### Local utilization, run 1

14 x 14 tiles, from white (low) to dark blue (high), 0 to 100% covered.
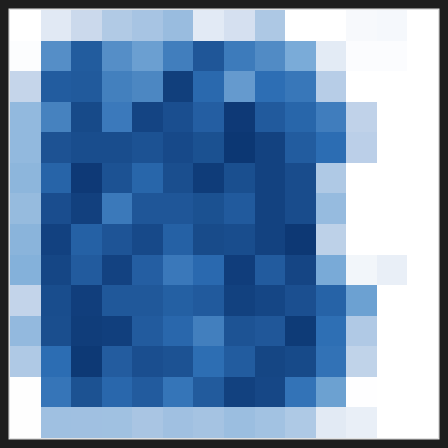
### Placement by cell class, run 1

Bar = 50 um. Fill, decap, tap and diode cells in grey.
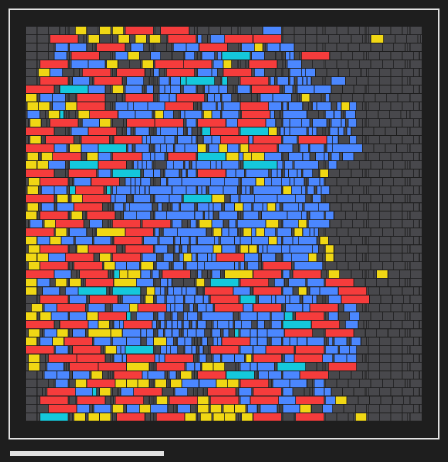
### Metal 1, run 1

Supply wires on this layer in grey.
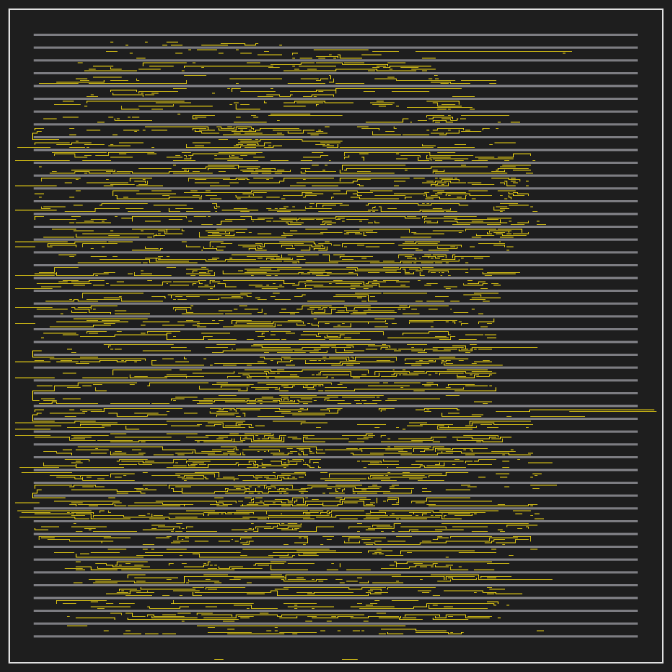
### src/rtl/voice_allocator_pkg.sv
// Shared types for the polyphonic voice allocator.
// FSM state encoding used by the allocator and the voice-bank top level.
package voice_allocator_pkg;

    typedef enum logic [0:0] {
        ST_IDLE = 1'b0,
        ST_HOLD = 1'b1
    } state_t;

    typedef enum logic [1:0] {
        PICK_RETRIG = 2'd0,
        PICK_FREE   = 2'd1,
        PICK_STEAL  = 2'd2
    } pick_t;

endpackage

### src/rtl/voice_allocator_select.sv
// Combinational voice picker: note match, first free voice, oldest voice.
// Lowest index wins every tie so the choice is deterministic.
module voice_select #(
    parameter int NUM_VOICES = 4,
    parameter int NOTE_BITS  = 7,
    parameter int SEQ_BITS   = 8,
    localparam int IDX_BITS  = $clog2(NUM_VOICES)
) (
    input  logic [NUM_VOICES-1:0]                gates,
    input  logic [NUM_VOICES-1:0][NOTE_BITS-1:0] notes,
    input  logic [NUM_VOICES-1:0][SEQ_BITS-1:0]  stamps,
    input  logic [SEQ_BITS-1:0]                  seq,
    input  logic [NOTE_BITS-1:0]                 ev_note,
    output logic [IDX_BITS-1:0]                  match_idx,
    output logic                                 match_hit,
    output logic [IDX_BITS-1:0]                  free_idx,
    output logic                                 free_hit,
    output logic [IDX_BITS-1:0]                  oldest_idx
);

    logic [SEQ_BITS-1:0] best_age;
    logic [SEQ_BITS-1:0] age;

    // Scan downwards so the lowest matching / free index is the last written
    always_comb begin
        match_hit = 1'b0;
        match_idx = '0;
        free_hit  = 1'b0;
        free_idx  = '0;
        for (int i = NUM_VOICES - 1; i >= 0; i--) begin
            if (gates[i] && notes[i] == ev_note) begin
                match_hit = 1'b1;
                match_idx = IDX_BITS'(i);
            end
            if (!gates[i]) begin
                free_hit = 1'b1;
                free_idx = IDX_BITS'(i);
            end
        end
    end

    // Largest modular age wins; strict compare keeps the lowest index on ties
    always_comb begin
        best_age   = seq - stamps[0];
        age        = '0;
        oldest_idx = '0;
        for (int i = 1; i < NUM_VOICES; i++) begin
            age = seq - stamps[i];
            if (age > best_age) begin
                best_age   = age;
                oldest_idx = IDX_BITS'(i);
            end
        end
    end

endmodule

### src/rtl/voice_allocator.sv
// Polyphonic note scheduler: maps note events onto voices,
// retriggers or steals with a gate-low hold to force an envelope edge.
module voice_allocator
    import voice_allocator_pkg::*;
#(
    parameter int NUM_VOICES    = 4,
    parameter int FREQ_BITS     = 16,
    parameter int NOTE_BITS     = 7,
    parameter int SEQ_BITS      = 8,
    parameter int RETRIG_CYCLES = 4
) (
    input  logic                            clk,
    input  logic                            rst,
    input  logic                            ev_valid,
    output logic                            ev_ready,
    input  logic                            ev_note_on,
    input  logic [NOTE_BITS-1:0]            ev_note,
    input  logic [FREQ_BITS-1:0]            ev_freq,
    input  logic                            panic,
    output logic [NUM_VOICES-1:0]           voice_gate,
    output logic [NUM_VOICES*FREQ_BITS-1:0] voice_freq,
    output logic                            steal_pulse
);

    localparam int IDX_BITS = $clog2(NUM_VOICES);
    localparam int CNT_BITS = $clog2(RETRIG_CYCLES + 1);

    state_t                               state, state_nx;
    logic [NUM_VOICES-1:0]                gate;
    logic [NUM_VOICES-1:0][NOTE_BITS-1:0] notes;
    logic [NUM_VOICES-1:0][SEQ_BITS-1:0]  stamps;
    logic [NUM_VOICES-1:0][FREQ_BITS-1:0] freqs;
    logic [SEQ_BITS-1:0]                  seq;
    logic [CNT_BITS-1:0]                  cnt;
    logic [IDX_BITS-1:0]                  tgt;

    logic [IDX_BITS-1:0] match_idx, free_idx, oldest_idx, sel;
    logic                match_hit, free_hit;
    logic                acc_on, acc_off, hold_done;
    pick_t               pick;

    voice_select #(
        .NUM_VOICES(NUM_VOICES),
        .NOTE_BITS (NOTE_BITS),
        .SEQ_BITS  (SEQ_BITS)
    ) u_sel (
        .gates     (gate),
        .notes     (notes),
        .stamps    (stamps),
        .seq       (seq),
        .ev_note   (ev_note),
        .match_idx (match_idx),
        .match_hit (match_hit),
        .free_idx  (free_idx),
        .free_hit  (free_hit),
        .oldest_idx(oldest_idx)
    );

    assign ev_ready   = (state == ST_IDLE) & ~panic & rst;
    assign voice_gate = gate;
    assign voice_freq = freqs;

    // Next state, accept strobes and target choice (retrigger > free > steal)
    always_comb begin
        state_nx  = state;
        acc_on    = 1'b0;
        acc_off   = 1'b0;
        hold_done = 1'b0;
        pick      = match_hit ? PICK_RETRIG :
                    free_hit  ? PICK_FREE   : PICK_STEAL;
        sel       = match_hit ? match_idx :
                    free_hit  ? free_idx  : oldest_idx;
        unique case (state)
            ST_IDLE: begin
                if (ev_valid && ev_ready) begin
                    acc_on  = ev_note_on;
                    acc_off = ~ev_note_on;
                    if (ev_note_on && pick != PICK_FREE)
                        state_nx = ST_HOLD;
                end
            end
            ST_HOLD: begin
                if (panic) begin
                    state_nx = ST_IDLE;
                end else if (cnt == CNT_BITS'(1)) begin
                    hold_done = 1'b1;
                    state_nx  = ST_IDLE;
                end
            end
        endcase
    end

    // State register
    always_ff @(posedge clk or negedge rst) begin
        if (!rst) state <= ST_IDLE;
        else      state <= state_nx;
    end

    // Voice table, age stamps, hold counter and steal strobe
    always_ff @(posedge clk or negedge rst) begin
        if (!rst) begin
            gate        <= '0;
            notes       <= '0;
            stamps      <= '0;
            freqs       <= '0;
            seq         <= '0;
            cnt         <= '0;
            tgt         <= '0;
            steal_pulse <= 1'b0;
        end else begin
            steal_pulse <= 1'b0;
            if (state == ST_HOLD && !panic)
                cnt <= cnt - 1'b1;
            if (panic) begin
                gate <= '0;
            end else if (hold_done) begin
                gate[tgt] <= 1'b1;
            end else if (acc_off) begin
                for (int i = 0; i < NUM_VOICES; i++)
                    if (gate[i] && notes[i] == ev_note)
                        gate[i] <= 1'b0;
            end else if (acc_on) begin
                freqs[sel]  <= ev_freq;
                notes[sel]  <= ev_note;
                stamps[sel] <= seq;
                seq         <= seq + 1'b1;
                gate[sel]   <= (pick == PICK_FREE);
                tgt         <= sel;
                cnt         <= CNT_BITS'(RETRIG_CYCLES);
                steal_pulse <= (pick == PICK_STEAL);
            end
        end
    end

endmodule

### config.mk
export PLATFORM = sky130hd
export DESIGN_NAME = voice_allocator
export DESIGN_NICKNAME = d
export VERILOG_FILES = /design/src/rtl/voice_allocator_pkg.sv /design/src/rtl/voice_allocator_select.sv /design/src/rtl/voice_allocator.sv
export SDC_FILE = /design/constraint.sdc
export NUM_CORES = 1
export LEC_CHECK = 0
export CORE_MARGIN = 5
export CORE_UTILIZATION = 52
export DETAILED_ROUTE_END_ITERATION = 8
export PLACE_DENSITY = 0.81
export SYNTH_ARGS = -nofsm -noshare
export SYNTH_HDL_FRONTEND = slang
export SYNTH_SLANG_ARGS = --single-unit
### constraint.sdc
create_clock -name clk -period 7.2 [get_ports clk]
set_input_delay 1.44 -clock clk [delete_from_list [all_inputs] [get_ports clk]]
set_output_delay 1.44 -clock clk [all_outputs]
set_load 0.005 [all_outputs]
==> run_results.csv, run 1 <==
group,metric,value,unit
min_path,holdPathStages,1,
global_routing,grt_antenna_before_repair,0,
synthesis,ys_ff,143,
layout,final-clk-cell-share,4.84,%
layout,logic_area,4790,um^2
outcome,outcome,"complete, no violations",
drt,wl_met2,10.8,mm
global_routing,gr-total-overflow,0,
cts,cts-htree-levels,4,
synthesis,yosysTopAreaCell,"dfrtp_1",
flow_run,drv_cap,0,
layout,largest_cell_class,"logic gates",
synthesis,synthDominantCellAreaShare,41.6,%
drt,wl_met3,1.32,mm
synthesis,yosys_area,8590,um^2
critical_path,timing_worst_setup_path_type,"reg2reg",
layout,fin_nets,938,
layout,buffers_excl_clock,147,
global_routing,grt_pass1_wl,32.1,mm
drt,wl_per_cell,20.2,um
critical_path,r2r-start,"stamps[8]",
die,dieHeight,139,um
layout,buffer_area_share,13.4,%
critical_path,cp_slowest_cell,"fa_1",
min_path,whs_endpoint,"voice_freq[43]",
timing,fmax,0.139,GHz
timing,finalSetupTns,0,ns
drt,drc,0,
placed_design,placed_cell_area,9760,um^2
critical_path,crit_path_end,"notes[18]",
global_routing,grt_max_degree,88,
synthesis,yosysWarnings,0,
timing,fin_crit_sh,99.6,%
timing,tightest_slew,0.805,ns
timing,whs,0.493,ns
synthesis,yosys.stat.seqShare,41.6,%
layout,num_antenna_cells,0,
synthesis,synth_dominant_cell_count,"dfrtp_1",
cts,cts_tree,"yes",
layout,seqAreaFraction,33.1,%
synthesis,synth-edff-count,0,
cts,cts_sinks,143,
cts,cts_setup_buffers,0,
layout,stdcell_count,1084,
synthesis,fp_nets,795,
die,nWellTaps,220,
placed_design,port-buffer-count,97,
min_path,min_from,"voice_freq[43]",
critical_path,end_kind,"register",
cts,clkSlewWorstSetupHoldPaths,0.06,ns
layout,nClkBuffers,23,
drt,drtIter0Drc,447,
global_routing,grt_util_all_layers,20.8,%
layout,drive_above_1_share,27.0,%
synthesis,syn_area,8590,um^2
timing,fin_crit,7.17,ns
critical_path,worstPathArrival,7.48,ns
layout,regArea,3580,um^2
timing,hold_violations,0,
drt,dr.pass1.iters,5,
synthesis,syn-mean-instance-area,12.1,um^2
timing,report.final.slew_viol_count,0,
critical_path,r2r_slack,0.03,ns
synthesis,ys_cells,710,
critical_path,cp-start-kind,"register",
synthesis,async_flop_share,100,%
layout,design_area,10800,um^2
placed_design,gp_congestion,0.954,
drt,via_per_inst,5.60,
cts,cts_root_buf,"clkbuf_16",
critical_path,r2r_cells,32,
die,die_width,139,um
layout,syn2layout_area_growth,25.8,%
flow_run,tool_warnings,27,
timing,setup_violations,0,
layout,logic_gates,492,
synthesis,syn-instance-count,710,
drt,m1WireLength,9.19,mm
synthesis,synth_cell_type_count,66,
die,ios,98,
cts,cts_resized,4,
timing,fin_worst_skew,0.00826,ns
layout,ff_count,143,
layout,inverters,52,
drt,top_layer,"met4",
cts,hold_buffers,0,
critical_path,r2r_end,"notes[18]",
critical_path,max_stage_delay,0.43,ns
drt,drtAntennaViolNets,0,
die,num_rows,47,
timing,timing.slew.headroom,46.4,%
synthesis,top_cells_by_count,"dfrtp_1, mux2_4, ha_1",
critical_path,crit_required,7.51,ns
critical_path,crit_start,"stamps[8]",
die,die_area,19200,um^2
layout,comb_area_share,44.3,%
-- 'Local utilization' (at the start) --
tiles over 75% full: 46%
emptiest ninth of the die: north-east
densest ninth of the die: centre
fullest tile: 97%
Core Util, Final: 65.9%
FP Util: 52.4%
core area: 16400 um^2

-- 'Placement by cell class' (at the start) --
| colour | class | cells | share of their area |
|---|---|---|---|
| red | registers | 143 | 34% |
| blue | remaining logic cells | 544 | 47% |
| yellow | remaining buffers and delay cells | 147 | 14% |
| cyan | clock drivers and dummy loads | 30 | 5.0% |

-- 'Metal 1' (at the start) --
longest straight run: 44.2 um
main direction: horizontal
share of all routed wire: 42%
nets with wire on the layer: 901
routed wire length: 21.9 mm
vias: 6073
Global Route met1 Usage: 27.6%

==> run 1: cells by family after synthesis <==
kind of cell    share of synthesized area (%)
simple gates                             8.15
flops                                    41.6
fa+ha+maj                                8.77
mux                                      19.8
buf+inv                                  5.68
xor+xnor                                 5.81
compound gates                           10.1
==> run 1: critical path, delay by kind of cell (launching register included) <==
| kind | cells | cell delay, ns |
|---|---|---|
| multiplexers | 2 | 0.63 |
| flip-flops | 1 | 0.41 |
| AND-OR/OR-AND | 15 | 2.80 |
| buffers and inverters | 5 | 0.83 |
| XOR/XNOR | 1 | 0.37 |
| adder cells (fa/ha/maj) | 5 | 1.54 |
| AND/OR/NAND/NOR | 4 | 0.43 |
==> run 1: layer usage <==
layer  track usage (%)  vias to the layer above
li1                  -                     2814
met1              27.6                     3017
met2              33.2                      203
met3              5.48                       39
met4              7.28                        0
met5                 0                        -
==> run 1: through the flow <==
step           worst slack [ns]  utilization (%)
3_5_place_dp            -0.0493             59.5
3_3_place_gp              0.147             59.5
2_1_floorplan             0.350                -
4_1_cts                  0.0634             62.8
5_1_grt                  -0.270             65.9
6_report                 0.0303             65.9
==> run 1: cell usage in the layout (no fill, tap or decap), types with 21 or more instances in the layout <==
master           count
mux2_4              58
nor2_1              35
buf_4               36
xor2_1              29
dfrtp_1            142
mux2_1              23
xnor2_1             25
clkdlybuf4s50_1     96
mux2_2              41
inv_1               50
ha_1                45
nand2_1             21
a21oi_1             22
==> run 1: sequential cells by signal (all words and copies together), names as in the netlist <==
signal and cells:
seq 8, steal_pulse 1, tgt 2, cnt 3, notes 28, stamps 32
state 1, voice_freq 64, voice_gate 4
==> run 2: changes to the inputs <==
==> constraint.sdc (replaced) <==
create_clock -name clk -period 7.2 [get_ports clk]
set_input_delay 1.08 -clock clk [delete_from_list [all_inputs] [get_ports clk]]
set_output_delay 1.08 -clock clk [all_outputs]
set_load 0.005 [all_outputs]
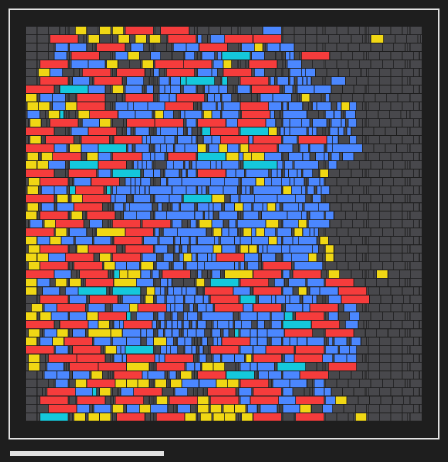
*Placement by cell class, run 2*
Bar = 50 um. Fill, decap, tap and diode cells in grey.
| colour | class | cells | share of their area |
|---|---|---|---|
| red | registers | 143 | 34% |
| blue | remaining logic cells | 544 | 47% |
| yellow | remaining buffers and delay cells | 147 | 14% |
| cyan | clock drivers and dummy loads | 30 | 5.0% |

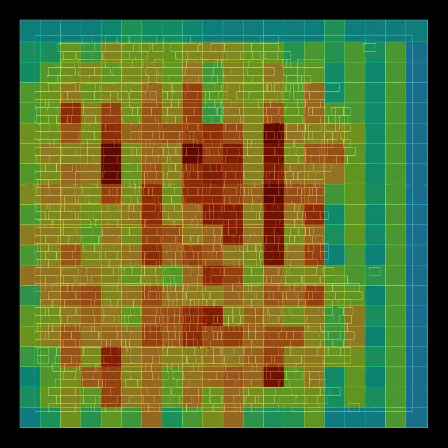
*Routing congestion map, run 2*
met3 usage: 5.48%
GR peak layer: met2
GR Util met2: 33.2%

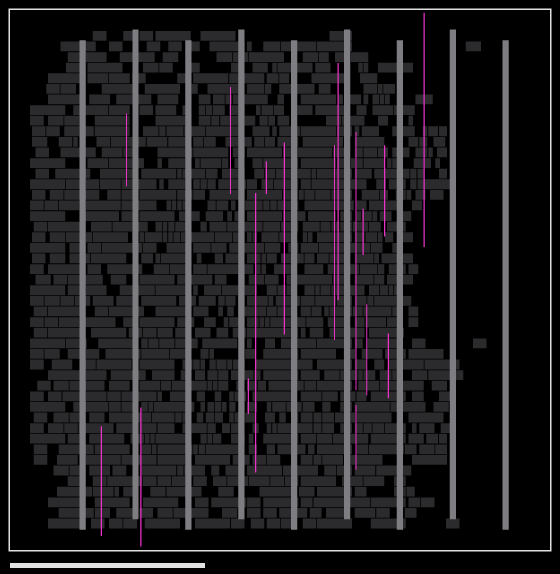
*Met4 routing, run 2*
Bar = 50 um. Supply wires on this layer in grey.
nets with wire on the layer: 12
share of all routed wire: 2.6%

==> run_results.csv, run 2 <==
group,metric,value,unit
synthesis,fa_ha_area_share,8.77,%
timing,fin_crit_sh,99.6,%
drt,wl_met2,10.8,mm
die,dieHeight,139,um
critical_path,worstPathArrival,7.48,ns
timing,fin_ws,0.0303,ns
placed_design,preCtsSetupSlack,-0.0493,ns
drt,dr.pass1.iters,5,
synthesis,ys_ff,143,
layout,largest_reg_flops,64,
layout,lay_top_count,"dfrtp_1",
synthesis,top_logic_kind,"multiplexers",
synthesis,fp_nets,795,
min_path,hold_path.class,"reg2reg",
layout,fin_nets,938,
synthesis,yosysTopAreaCell,"dfrtp_1",
die,fp_util,52.4,%
critical_path,timing_worst_setup_path_type,"reg2reg",
die,core_area,16400,um^2
drt,via_per_inst,5.60,
global_routing,grt_antenna_before_repair,0,
critical_path,cp_slowest_cell,"fa_1",
synthesis,async_flop_share,100,%
placed_design,place_inst,1028,
drt,via_count,6073,
layout,design_area,10800,um^2
drt,wl_met3,1.32,mm
synthesis,syn_area,8590,um^2
drt,drtIter0Drc,447,
placed_design,gp_congestion,0.954,
layout,stdcell_count,1084,
global_routing,met1_usage,27.6,%
synthesis,syn-instance-count,710,
synthesis,synthFlopType,"dfrtp_1",
cts,clkSlewWorstSetupHoldPaths,0.06,ns
layout,utilization,65.9,%
drt,wl_per_cell,20.2,um
timing,timing.slew.headroom,46.4,%
cts,cts_made_buffers,17,
timing,fmax,0.139,GHz
flow_run,drv_cap,0,
cts,cts-htree-levels,4,
layout,fillers,1123,
layout,drive_above_1_share,27.0,%
drt,m1WireLength,9.19,mm
timing,fin_crit,7.17,ns
global_routing,grt_max_degree,88,
global_routing,grt_util_all_layers,20.8,%
critical_path,r2r-start,"stamps[8]",
drt,drc,0,
critical_path,end_kind,"register",
drt,top_layer,"met4",
synthesis,mux_share,19.8,%
timing,fin_worst_skew,0.00826,ns
flow_run,tool_warnings,27,
global_routing,grt_pass1_vias,6072,
synthesis,top_cells_by_count,"dfrtp_1, mux2_4, ha_1",
synthesis,yosysWarnings,0,
outcome,outcome,"complete, no violations",
timing,whs,0.493,ns
global_routing,gr-total-overflow,0,
placed_design,dp_hpwl,13.7,mm
timing,report.final.slew_viol_count,0,
cts,cts_sinks,143,
die,num_rows,47,
timing,setup_violations,0,
synthesis,ys_cells,710,
critical_path,crit_required,7.51,ns
synthesis,yosys_area,8590,um^2
synthesis,yosys.stat.seqShare,41.6,%
cts,clock_path_buffers,2,
global_routing,grt_pass1_wl,32.1,mm
min_path,min_from,"voice_freq[43]",
synthesis,synth_cell_type_count,66,
synthesis,syn-mean-instance-area,12.1,um^2
placed_design,placed_cell_area,9760,um^2
synthesis,synthAoiAreaFrac,10.1,%
synthesis,synth_dominant_cell_count,"dfrtp_1",
cts,clk_latency,0.43,ns
layout,final_cell_mix,"dfrtp_1, clkdlybuf4s50_1, mux2_4",
die,die_area,19200,um^2
drt,finalWirelength,21.9,mm
drt,drtAntennaViolNets,0,
layout,syn2layout_area_growth,25.8,%
timing,finalSetupTns,0,ns
cts,cts_tree,"yes",
critical_path,cp-start-kind,"register",
placed_design,port-buffer-count,97,
synthesis,synthXorXnorAreaFrac,5.81,%
die,die_width,139,um
synthesis,synthDominantCellAreaShare,41.6,%
cts,cts_root_buf,"clkbuf_16",
synthesis,synth-edff-count,0,
critical_path,crit_start,"stamps[8]",
layout,num_antenna_cells,0,
die,ios,98,
cts,hold_buffers,0,
timing,hold_violations,0,
timing,tightest_slew,0.805,ns
synthesis,ys_sh_simple,8.15,%
synthesis,synthTopCellsByArea,"dfrtp_1, mux2_4, ha_1",
critical_path,max_stage_delay,0.43,ns
critical_path,path_max_fanout,5,
run 2: cell counts after synthesis:
Identical to the previous run, type by type.
run 2: what timing repair did:
action	CTS	global route
setup buffers	0	20
cloned	0	7
pin swaps	0	27
endpoints found under the setup margin	93	128
resized	4	59
run 2: logic make-up (layout without fill, tap and decap cells):
group | after synthesis | after routing
AND-OR/OR-AND | 114 | 116
XOR/XNOR | 57 | 57
adder cells (fa/ha/maj) | 58 | 58
buffers and inverters | 77 | 229
flip-flops | 143 | 143
multiplexers | 134 | 134
AND/OR/NAND/NOR | 127 | 127
run 2: worst max-delay path: cells and delay by family (launching register included):
kind	cells	cell delay, ns
AND-OR/OR-AND	15	2.80
XOR/XNOR	1	0.37
adder cells (fa/ha/maj)	5	1.54
buffers and inverters	5	0.83
flip-flops	1	0.41
multiplexers	2	0.63
AND/OR/NAND/NOR	4	0.43
run 2: final cells by class:
class | instances | area [um^2] | share of cell area [%]
Sequential cell | 143 | 3580 | 33.1
Multi-Input combinational cell | 492 | 4790 | 44.3
Clock inverter | 7 | 65.1 | 0.602
Clock buffer | 23 | 458 | 4.24
Timing Repair Buffer | 147 | 1450 | 13.4
Tap cell | 220 | 275 | 2.55
Inverter | 52 | 195 | 1.81
run 2: final timing paths:
check,end,slack (ns),cells past startpoint
worst max-delay path,notes[18],0.03,32
worst min-delay path,voice_freq[43],0.49,1
worst max register to register,notes[18],0.03,32
worst min register to register,voice_freq[43],0.49,1
max in group asynchronous,seq[1],5.20,2
min in group asynchronous,stamps[6],0.71,1
